[src/rtl/alu_op_sequencer.sv]
// Multi-cycle valid/ready sequencer in front of the combinational ALU.
// Optional feature: define ALU_SEQ_DIV0_TRAP_EN to reject Div by zero as an error.
module alu_op_sequencer #(
  parameter int LAT_SIMPLE = 1,
  parameter int LAT_MUL    = 4,
  parameter int LAT_DIV    = 8
) (
  input  logic        clk,
  input  logic        clr,
  input  logic        req_valid,
  output logic        req_ready,
  input  logic [4:0]  req_opcode,
  input  logic [31:0] req_ry,
  input  logic [31:0] req_rb,
  output logic [31:0] alu_ry,
  output logic [31:0] alu_rb,
  output logic [4:0]  alu_opcode,
  input  logic [63:0] alu_c,
  output logic        rsp_valid,
  input  logic        rsp_ready,
  output logic [31:0] rsp_zhi,
  output logic [31:0] rsp_zlo,
  output logic        rsp_err,
  output logic        busy
);

  // A latency of zero makes no sense for a captured result, so it is clamped to one.
  localparam int LS   = (LAT_SIMPLE < 1) ? 1 : LAT_SIMPLE;
  localparam int LM   = (LAT_MUL    < 1) ? 1 : LAT_MUL;
  localparam int LD   = (LAT_DIV    < 1) ? 1 : LAT_DIV;
  localparam int LMAX = (LS > LM) ? ((LS > LD) ? LS : LD) : ((LM > LD) ? LM : LD);
  localparam int CW   = $clog2(LMAX) + 1;

  localparam logic [4:0] OP_MUL = 5'b01111;
  localparam logic [4:0] OP_DIV = 5'b10000;

  typedef enum logic [1:0] {
    S_IDLE,
    S_WAIT,
    S_DONE
  } state_t;

  state_t        state, state_nxt;
  logic [CW-1:0] cnt, cnt_nxt;
  logic [31:0]   alu_ry_nxt, alu_rb_nxt;
  logic [4:0]    alu_opcode_nxt;
  logic [31:0]   zhi_nxt, zlo_nxt;
  logic          err_nxt;
  logic          reject;

  function automatic logic is_legal(input logic [4:0] op);
    case (op)
      5'b00011, 5'b00100, 5'b00101, 5'b00110, 5'b00111,
      5'b01000, 5'b01001, 5'b01010, 5'b01100, 5'b01111,
      5'b10000, 5'b10001, 5'b10010: is_legal = 1'b1;
      default:                      is_legal = 1'b0;
    endcase
  endfunction

  function automatic logic [CW-1:0] start_count(input logic [4:0] op);
    if (op == OP_MUL)      start_count = CW'(LM - 1);
    else if (op == OP_DIV) start_count = CW'(LD - 1);
    else                   start_count = CW'(LS - 1);
  endfunction

  // Requests that never reach the ALU complete on the accept edge with an error.
  always_comb begin
`ifdef ALU_SEQ_DIV0_TRAP_EN
    reject = !is_legal(req_opcode) || ((req_opcode == OP_DIV) && (req_rb == 32'd0));
`else
    reject = !is_legal(req_opcode);
`endif
  end

  always_comb begin
    state_nxt      = state;
    cnt_nxt        = cnt;
    alu_ry_nxt     = alu_ry;
    alu_rb_nxt     = alu_rb;
    alu_opcode_nxt = alu_opcode;
    zhi_nxt        = rsp_zhi;
    zlo_nxt        = rsp_zlo;
    err_nxt        = rsp_err;
    case (state)
      S_IDLE: begin
        if (req_valid) begin
          if (reject) begin
            zhi_nxt   = 32'd0;
            zlo_nxt   = 32'd0;
            err_nxt   = 1'b1;
            state_nxt = S_DONE;
          end else begin
            alu_ry_nxt     = req_ry;
            alu_rb_nxt     = req_rb;
            alu_opcode_nxt = req_opcode;
            cnt_nxt        = start_count(req_opcode);
            state_nxt      = S_WAIT;
          end
        end
      end
      S_WAIT: begin
        if (cnt != '0) begin
          cnt_nxt = cnt - 1'b1;
        end else begin
          zhi_nxt   = alu_c[63:32];
          zlo_nxt   = alu_c[31:0];
          err_nxt   = 1'b0;
          state_nxt = S_DONE;
        end
      end
      S_DONE: begin
        if (rsp_ready) state_nxt = S_IDLE;
      end
      default: state_nxt = S_IDLE;
    endcase
  end

  always_ff @(posedge clk) begin
    if (clr) begin
      state      <= S_IDLE;
      cnt        <= '0;
      alu_ry     <= 32'd0;
      alu_rb     <= 32'd0;
      alu_opcode <= 5'd0;
      rsp_zhi    <= 32'd0;
      rsp_zlo    <= 32'd0;
      rsp_err    <= 1'b0;
    end else begin
      state      <= state_nxt;
      cnt        <= cnt_nxt;
      alu_ry     <= alu_ry_nxt;
      alu_rb     <= alu_rb_nxt;
      alu_opcode <= alu_opcode_nxt;
      rsp_zhi    <= zhi_nxt;
      rsp_zlo    <= zlo_nxt;
      rsp_err    <= err_nxt;
    end
  end

  assign req_ready = (state == S_IDLE);
  assign rsp_valid = (state == S_DONE);
  assign busy      = (state != S_IDLE);

endmodule

[config.mk]
export PLATFORM = sky130hd
export DESIGN_NAME = alu_op_sequencer
export DESIGN_NICKNAME = d
export VERILOG_FILES = /design/src/rtl/alu_op_sequencer.sv
export SDC_FILE = /design/constraint.sdc
export NUM_CORES = 1
export LEC_CHECK = 0
export ABC_AREA = 1
export CORE_ASPECT_RATIO = 1.25
export CORE_MARGIN = 1.5
export CORE_UTILIZATION = 25
export DETAILED_ROUTE_END_ITERATION = 10
export PLACE_DENSITY = 0.57
export RECOVER_POWER = 50
export SETUP_SLACK_MARGIN = 0.05
export SKIP_LAST_GASP = 1
export SYNTH_ARGS = -nofsm -noshare
export SYNTH_HDL_FRONTEND = slang
export SYNTH_SLANG_ARGS = --single-unit
[constraint.sdc]
create_clock -name clk -period 2.9 [get_ports clk]
set_input_delay 0.725 -clock clk [delete_from_list [all_inputs] [get_ports clk]]
set_output_delay 0.725 -clock clk [all_outputs]
set_load 0.05 [all_outputs]
Figure 1. M4 wires (run 1).
Supply wires on this layer in gray.
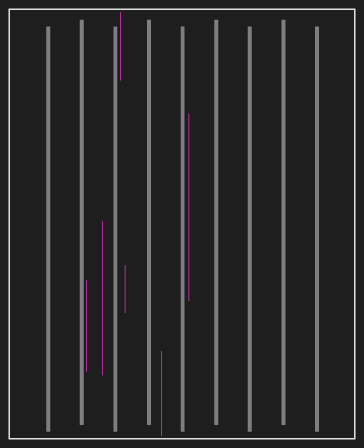
5 nets have wire on it. The longest straight run is 75.5 µm. The layer holds 1.4% of the routed length. The layer carries 254 µm of wire. The wires run mostly vertical.
DR vias: 5,960
drt total wl: 17,700 µm

Figure 2. Clock routing (run 1).
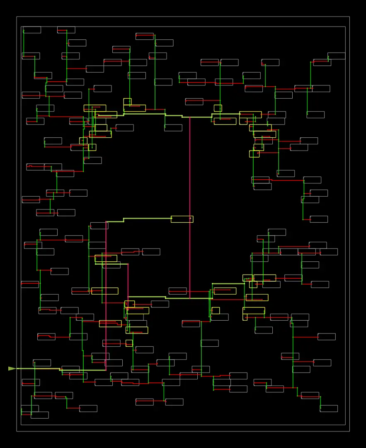
clock buf count: 18
clock group power: 2.19 mW
final clock skew: 0.00968 ns
Clock Sinks: 140

Figure 3. Metal 1 (run 1).
Supply wires on this layer in gray.
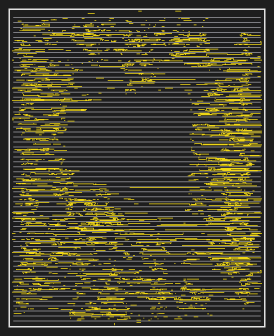
The layer holds 43% of the routed length. The layer carries 7,670 µm of wire. The wires run mostly horizontal. The longest straight run is 38.2 µm.

==> run_results.csv, run 1 <==
group,metric,value,unit
status,status,"finished, final reports clean",
place,dp.cells,1356,
final_timing,setup_viol_count_final,0,
cts,clk_latency,0.42,ns
synthesis,ys.flops,140,
setup_path,cp_cell_sequence,"inv_2 -> nand2_1 -> inv_1 -> clkdlybuf4s50_1",
synthesis,yosys_area,5770,µm²
place,dpl_worst_slack,0.184,ns
min_path,hold_path.startpoint,"rsp_err$_SDFFE_PP0P_",
global_route,antenna_found_initial,0,
synthesis,top_cell,"nor2_1",
floorplan,ioPinCount,274,
place,placedInstanceArea,8780,µm²
synthesis,yosysTopAreaCellShare,48.6,%
setup_path,startpoint_type,"register",
pwr,power.density_cell_area,735,nW/µm²
final_layout,fin_cells,1388,
final_layout,nNetsFinal,1232,
setup_path,crit_path_end,"req_ready",
floorplan,die_area,24000,µm²
synthesis,largest_area_cell,"dfxtp_1",
setup_path,ff2ff_path_depth,10,
setup_path,end_kind,"output port",
final_layout,finalInstanceArea,9360,µm²
floorplan,rows,61,
synthesis,ys_sh_aoi,10.9,%
setup_path,r2r-start,"cnt[0]$_SDFFE_PP0P_",
synthesis,synthTopLogicFamily,"simple AND/OR/NAND/NOR gates",
final_layout,drive_gt1_share,4.62,%
setup_path,worst-setup-path-type,"register to output port",
setup_path,arrival,1.85,ns
global_route,grt_util_all_layers,14.7,%
synthesis,ys_seq_share,48.6,%
synthesis,netlist_area,5770,µm²
synthesis,ys_sh_mux,0,%
cts,clockBufferDepth,2,
min_path,whs_path_depth,2,
global_route,grt_max_degree,91,
floorplan,die_w,139,µm
final_timing,slew_headroom,60.3,%
cts,cts_setup_buffers,0,
route,routedWlPerCell,12.8,µm
route,drcViolationCount,0,
route,antenna_left,0,
final_timing,rsz0062_at_grt,"no",
final_timing,slew_violations,0,
synthesis,synth-cells-yosys,846,
synthesis,fa_ha_area_share,0.651,%
synthesis,synthTopCellsByArea,"dfxtp_1 (49%), nor2_1 (17%), nand2_1 (9.9%), o21ai_0 (6.1%), a21oi_1 (4.3%)",
final_timing,fmax,0.388,GHz
final_timing,hold_viol,0,
min_path,min_to,"rsp_err$_SDFFE_PP0P_",
route,viasPerCell,4.29,
synthesis,edf_count,0,
global_route,grt_pass1_wl,28900,µm
final_timing,setup_tns,0,ns
setup_path,required,2.17,ns
synthesis,postSynthCellCount,846,
cts,cts-root-buf,"clkbuf_16",
synthesis,synth_nets,986,
place,gp_congestion,0.751,
final_timing,min_period,2.58,ns
pwr,cellLeakagePower,4.20,nW
setup_path,crit_path_start,"state[0]$_SDFFE_PP0P_",
synthesis,ys_types,21,
final_layout,n_antenna_cell,0,
run,warning_count,27,
final_timing,tightest_slew,0.594,ns
floorplan,fp_util,25.7,%
final_timing,setup_slack,0.322,ns
setup_path,r2r_end,"rsp_zlo[5]$_SDFFE_PP0P_",
pwr,totalPowerFinal,6.88,mW
floorplan,die_y,173,µm
final_timing,final.period_utilization,88.9,%
synthesis,ys.flop_type,"dfxtp_1",
run,drv_cap,0,
min_path,min_path_type,"register to register",
synthesis,synth.cellmix.simpleShare,31.5,%
setup_path,critical-path-max-stage-delay,0.84,ns
place,dp_hpwl,12000,µm
synthesis,async_flop_share,0,%
place,portBuffers,273,
setup_path,reg2reg_slack,1.04,ns
cts,tritoncts,"built",
[run 1: cell families (layout without fill, tap and decap cells)]
family | after synthesis | count (layout)
compound gates | 122 | 122
fa+ha+maj | 3 | 3
buf+inv | 117 | 376
flops | 140 | 140
simple gates | 464 | 464
[run 1: metal layers]
metal	GRT usage [%]	wire length [µm]	share of wire [%]
met5	0	0	0
met3	5.98	1560	8.8
met2	24.9	8230	46
met4	4.56	254	1.4
met1	16.9	7670	43
[run 1: area by class of cell]
cell class | count | area (µm²)
Fill cell | 2394 | 13100
Timing Repair Buffer | 285 | 2910
Sequential cell | 140 | 2800
Multi-Input combinational cell | 589 | 2480
Clock buffer | 18 | 439
Tap cell | 283 | 354
Inverter | 59 | 224
Clock inverter | 14 | 149
[run 1: placed cells by master, fill, tap and decap left out, types with 2 or more instances in the layout]
master / instances
inv_6: 5
inv_2: 4
nand3_1: 49
clkbuf_16: 17
o21ai_0: 70
a21oi_1: 49
nand4_1: 3
dlygate4sd3_1: 117
ha_1: 3
buf_4: 5
nand2_1: 153
clkinv_4: 2
buf_12: 7
inv_1: 54
clkdlybuf4s50_1: 156
inv_8: 4
nor2_1: 257
dfxtp_1: 140
[run 1: sequential cells by signal, indices dropped and copies added (netlist names)]
| signal | flops |
|---|---|
| alu_ry | 32 |
| state | 2 |
| rsp_err | 1 |
| cnt | 4 |
| rsp_zlo | 32 |
| alu_rb | 32 |
| rsp_zhi | 32 |
| alu_opcode | 5 |
[run 1: power by group]
group / leakage (nW) / internal (mW) / switching [mW]
Sequential: 1.15 / 2.17 / 0.116
Combinational: 2.76 / 0.811 / 1.58
Clock: 0.290 / 1.24 / 0.950
[run 1: critical path, delay by kind of cell (launching register included)]
kind / cells / cell delay, ns
buffers and inverters: 3 / 1.02
DFF: 1 / 0.32
and+or+nand+nor: 1 / 0.10
==> run 2: changes to the inputs <==
--- a/config.mk
+++ b/config.mk
@@ -8,12 +8,13 @@
 export ABC_AREA = 1
 export CORE_ASPECT_RATIO = 1.25
 export CORE_MARGIN = 1.5
-export CORE_UTILIZATION = 25
+export CORE_UTILIZATION = 44
 export DETAILED_ROUTE_END_ITERATION = 10
-export PLACE_DENSITY = 0.57
+export PLACE_DENSITY = 0.88
 export RECOVER_POWER = 50
 export SETUP_SLACK_MARGIN = 0.05
 export SKIP_LAST_GASP = 1
 export SYNTH_ARGS = -nofsm -noshare
 export SYNTH_HDL_FRONTEND = slang
 export SYNTH_SLANG_ARGS = --single-unit
+export TNS_END_PERCENT = 100
Figure 4. M4 wires (run 2).
Supply wires on this layer in gray.
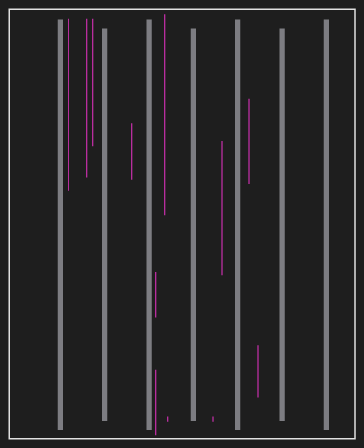
The layer carries 336 µm of wire. 10 nets have wire on it.
DR vias: 6,128
drt total wl: 17,200 µm

Figure 5. Layout detail (run 2).
Bar = 10 µm. Region (38, 50) to (68, 80) µm. Cells in gray, sequential cells in the stronger gray; small squares are vias.
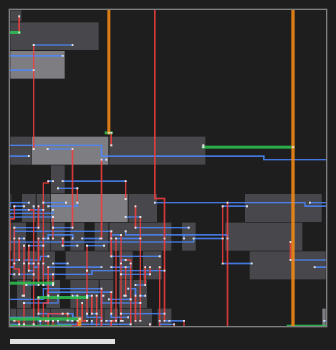
met3: shown in green. met2: shown in red. met4: shown in orange. met1: shown in blue.
Most frequent: nor2_1 (9), nand2_1 (9), inv_1 (6). 41 logic cells have their middle in the window. Netlist names of flops here include cnt (2), alu_ry (1). Sequential cells in the window: 3.

==> run 2 against run 1 <==
Net effect: sequential power is essentially flat; power grew 0.69%; core utilization grew 31 points; largest power group unchanged; clock skew shrank 0.0018 ns; count of clock-buffer cells in the layout grew 1; critical path type unchanged; sequential cell count is the same; final cell count shrank 8.2%; setup slack lost 0.016 ns; wire length shrank 2.7%.
==> run_results.csv, run 2 <==
group,metric,value,unit
cts,cts-root-buf,"clkbuf_16",
synthesis,largest_area_cell,"dfxtp_1",
run,drv_cap,0,
final_timing,setup_viol_count_final,0,
setup_path,arrival,1.87,ns
min_path,whs_path_depth,2,
synthesis,ys_types,21,
global_route,antenna_found_initial,2,
final_timing,fin_worst_skew,0.00786,ns
final_timing,fmax,0.385,GHz
pwr,pwr-share-clk,32.0,%
floorplan,ioPinCount,274,
min_path,hold_path.startpoint,"rsp_err$_SDFFE_PP0P_",
synthesis,edf_count,0,
cts,cts_setup_buffers,0,
place,gp_congestion,0.809,
final_timing,slew_headroom,62.2,%
setup_path,required,2.17,ns
global_route,grt_util_all_layers,24.3,%
synthesis,synthTopCellsByArea,"dfxtp_1 (49%), nor2_1 (17%), nand2_1 (9.9%), o21ai_0 (6.1%), a21oi_1 (4.3%)",
pwr,internal-power,4.37,mW
pwr,p_comb_share,34.8,%
route,viasPerCell,4.81,
setup_path,crit_path_end,"req_ready",
final_layout,final_cell_mix,"nor2_1 (257), clkdlybuf4s50_1 (173), nand2_1 (153)",
final_timing,rsz0062_at_grt,"no",
route,antenna_left,0,
cts,clk_latency,0.41,ns
floorplan,rows,46,
setup_path,worst-setup-path-type,"register to output port",
route,drcViolationCount,0,
setup_path,r2r-start,"state[1]$_SDFFE_PP0P_",
synthesis,synth-cells-yosys,846,
final_timing,tightest_slew,0.565,ns
global_route,grt_pass1_wl,26500,µm
status,status,"finished, final reports clean",
pwr,largestPowerGroup,"combinational cells",
final_timing,final.period_utilization,89.5,%
setup_path,ff2ff_path_depth,8,
final_layout,fill_cells,999,
final_layout,drive_gt1_share,4.62,%
pwr,p_sw,2.55,mW
floorplan,die_area,13800,µm²
synthesis,synth_nets,986,
place,portBuffers,273,
pwr,power.density_cell_area,749,nW/µm²
synthesis,yosysTopAreaCellShare,48.6,%
==> run 2: cell counts after synthesis <==
No cell type changed its count.
==> run 2: worst register-to-register path: cells and delay by family, from the launching register on <==
family | cells | cell delay, ns
buf+inv | 2 | 0.73
compound gates | 1 | 0.19
flops | 1 | 0.39
simple gates | 5 | 0.64
==> run 2: layer usage <==
layer	global-route usage [%]	wire, µm	part of all wire (%)	up-vias
met4	9.19	335	1.9	4
met2	41.3	8120	47	247
met1	26.2	6680	39	2727
met3	12.1	2080	12	26
met5	0	27	0.16	-
li1	-	-	-	3124
==> run 2: per-stage QoR <==
step	hold WS (ns)	setup slack [ns]	instances
after global routing	0.478	0.136	1273
after global placement	0.434	0.243	1241
after CTS	0.455	0.277	1273
after floorplan	0.455	0.890	846
after detailed placement	0.447	0.162	1241
final	0.456	0.306	1274
==> run 2: cell type report <==
cell class / instances / area, µm² / share of cell area, %
Inverter: 59 / 223 / 2.41
Timing Repair Buffer: 285 / 2910 / 31.5
Tap cell: 168 / 210 / 2.27
Clock inverter: 13 / 166 / 1.80
Antenna cell: 1 / 2.50 / 0.0271
Clock buffer: 19 / 443 / 4.79
Sequential cell: 140 / 2800 / 30.3
Multi-Input combinational cell: 589 / 2480 / 26.9
==> run 2: kinds of logic (layout without fill, tap and decap cells) <==
logic type	count (synthesis)	in the layout	synth area share (%)
simple gates	464	464	31.5
compound gates	122	122	10.9
flops	140	140	48.6
fa+ha+maj	3	3	0.651
buf+inv	117	376	8.37
other cells	0	1	0
==> run 3: changes to the inputs <==
--- a/config.mk
+++ b/config.mk
@@ -10,6 +10,7 @@
 export CORE_MARGIN = 1.5
 export CORE_UTILIZATION = 44
 export DETAILED_ROUTE_END_ITERATION = 10
+export MAX_ROUTING_LAYER = met4
 export PLACE_DENSITY = 0.88
 export RECOVER_POWER = 50
 export SETUP_SLACK_MARGIN = 0.05
Figure 6. Metal 1 (run 3).
Supply wires on this layer in gray.
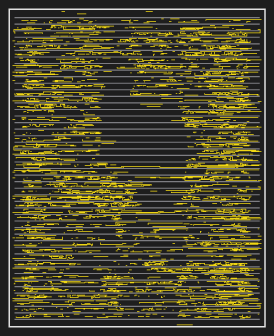
The layer holds 40% of the routed length. The layer carries 6,810 µm of wire. The longest straight run is 28.5 µm. The wires run mostly horizontal. 1,083 nets have wire on it.

==> run 3 against run 2 <==
Net effect: sequential power hardly changed; global-route usage is 0.78 points higher; register-to-register slack hardly changed; clock skew is 0.0013 ns higher; fmax is 0.32% lower; via count is 0.85% higher; core utilization hardly changed; setup slack worse by 0.0084 ns; first-iteration DRC count is 3.6% lower; power hardly changed; largest cell class unchanged; largest power group unchanged; highest routed layer is now met4.
==> run_results.csv, run 3 <==
group,metric,value,unit
setup_path,worst-setup-path-type,"primary input to register",
final_layout,non_clock_buffer_area_share,31.5,%
final_layout,sh_comb_area,26.9,%
final_layout,seq_cells,140,
final_timing,final.period_utilization,89.7,%
route,wl,17200,µm
synthesis,edf_count,0,
run,drv_cap,0,
pwr,p_comb_share,34.8,%
floorplan,rows,46,
floorplan,ioPinCount,274,
cts,cts-root-buf,"clkbuf_16",
synthesis,ys_types,21,
floorplan,taps,168,
final_layout,n_antenna_cell,2,
status,status,"finished, final reports clean",
synthesis,largest_area_cell,"dfxtp_1",
synthesis,synthTopCellsByArea,"dfxtp_1 (49%), nor2_1 (17%), nand2_1 (9.9%), o21ai_0 (6.1%), a21oi_1 (4.3%)",
pwr,pwr-share-clk,32.1,%
setup_path,r2r-start,"state[1]$_SDFFE_PP0P_",
cts,clk_latency,0.41,ns
final_layout,combGateArea,2480,µm²
min_path,whs_path_depth,2,
place,gp_congestion,0.821,
pwr,power.density_cell_area,750,nW/µm²
setup_path,reg2reg_slack,0.84,ns
route,viasPerCell,4.85,
final_layout,nMultiInputCombCells,589,
global_route,grt_util_all_layers,25.1,%
final_timing,fin_worst_skew,0.00916,ns
final_layout,largestClassByArea,"buffers",
final_timing,whs,0.455,ns
final_timing,setup_viol_count_final,0,
final_layout,clock_area_share,6.59,%
final_layout,num-nonclk-inverters,59,
final_layout,final_cell_mix,"nor2_1 (257), clkdlybuf4s50_1 (176), nand2_1 (153)",
pwr,largestPowerGroup,"combinational cells",
final_timing,tightest_slew,0.569,ns
final_layout,n_all_buffers,285,
cts,cts_setup_buffers,0,
final_layout,drive_gt1_share,4.62,%
setup_path,arrival,2.90,ns
synthesis,synth-cells-yosys,846,
global_route,grt_pass1_wl,26500,µm
global_route,met2_usage,41.5,%
final_timing,slew_headroom,62.0,%
synthesis,synth_nets,986,
pwr,p_sw,2.56,mW
final_layout,clock_buffers,19,
route,antenna_left,0,
setup_path,ff2ff_path_depth,8,
pwr,internal-power,4.37,mW
place,portBuffers,273,
global_route,top_usage_layer,"met2",
setup_path,required,3.20,ns
global_route,grtUsageMet3,10.9,%
route,drcViolationCount,0,
floorplan,die_area,13800,µm²
final_layout,seqAreaFraction,30.3,%
final_timing,fmax,0.384,GHz
global_route,met1_usage,26.9,%
place,dp_hpwl,12100,µm
Figure 7. Wiring by layer (run 3).
Two of the layers only.
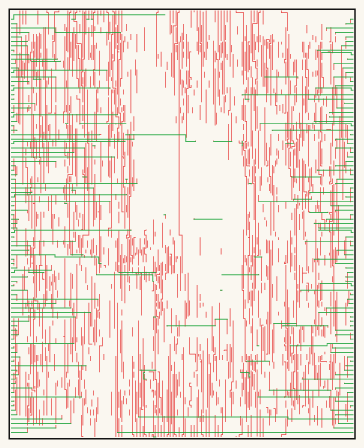
met2: shown in red, wire length 8,080 µm. met3: shown in green, wire length 1,960 µm.

[run 3: worst reg2reg max path: stages, from the launching register on]
cell and delay, ns:
dfxtp_1 0.39, nor2_4 0.06, inv_2 0.40, nor2_1 0.19, a21oi_4 0.19, nand2_1 0.08, clkbuf_4 0.33, nor2_1 0.25
nor2_1 0.07
[run 3: metrics by stage]
| stage | setup WS, ns | std cells | total power [mW] | utilization (%) |
|---|---|---|---|---|
| after global placement | 0.243 | 1241 | 4.79 | 68.0 |
| after detailed placement | 0.162 | 1241 | 4.83 | 68.0 |
| after global routing | 0.137 | 1275 | 7.27 | 72.7 |
| final | 0.297 | 1275 | 6.93 | 72.7 |
| after CTS | 0.277 | 1273 | 7.06 | 72.8 |
| after floorplan | 0.890 | 846 | 3.96 | - |
[run 3: layer usage]
layer / vias up / share of wire, %
met3: 26 / 11
met1: 2773 / 40
met5: - / 0
met2: 252 / 47
li1: 3129 / -
met4: 0 / 2.2
[run 3: how the worst max path moves through the flow]
| stage | start | endpoint | slack (ns) |
|---|---|---|---|
| after CTS | state[0]$_SDFFE_PP0P_ | req_ready | 0.28 |
| after global routing | req_opcode[0] | rsp_zhi[11]$_SDFFE_PP0P_ | 0.14 |
| after global placement | req_opcode[0] | cnt[1]$_SDFFE_PP0P_ | 0.24 |
| after detailed placement | req_opcode[1] | cnt[1]$_SDFFE_PP0P_ | 0.16 |
| after floorplan | req_opcode[0] | rsp_zhi[11]$_SDFFE_PP0P_ | 0.89 |
| final | req_opcode[0] | rsp_zhi[21]$_SDFFE_PP0P_ | 0.30 |
[run 3: cells by family (layout without fill, tap and decap cells)]
group	count (synthesis)	after routing	synth area share, %
other	0	2	0
and+or+nand+nor	464	464	31.5
AOI/OAI and AO/OA	122	122	10.9
DFF	140	140	48.6
buffers and inverters	117	376	8.37
adders and majority gates	3	3	0.651
Power is estimated from default activity; no workload was simulated.
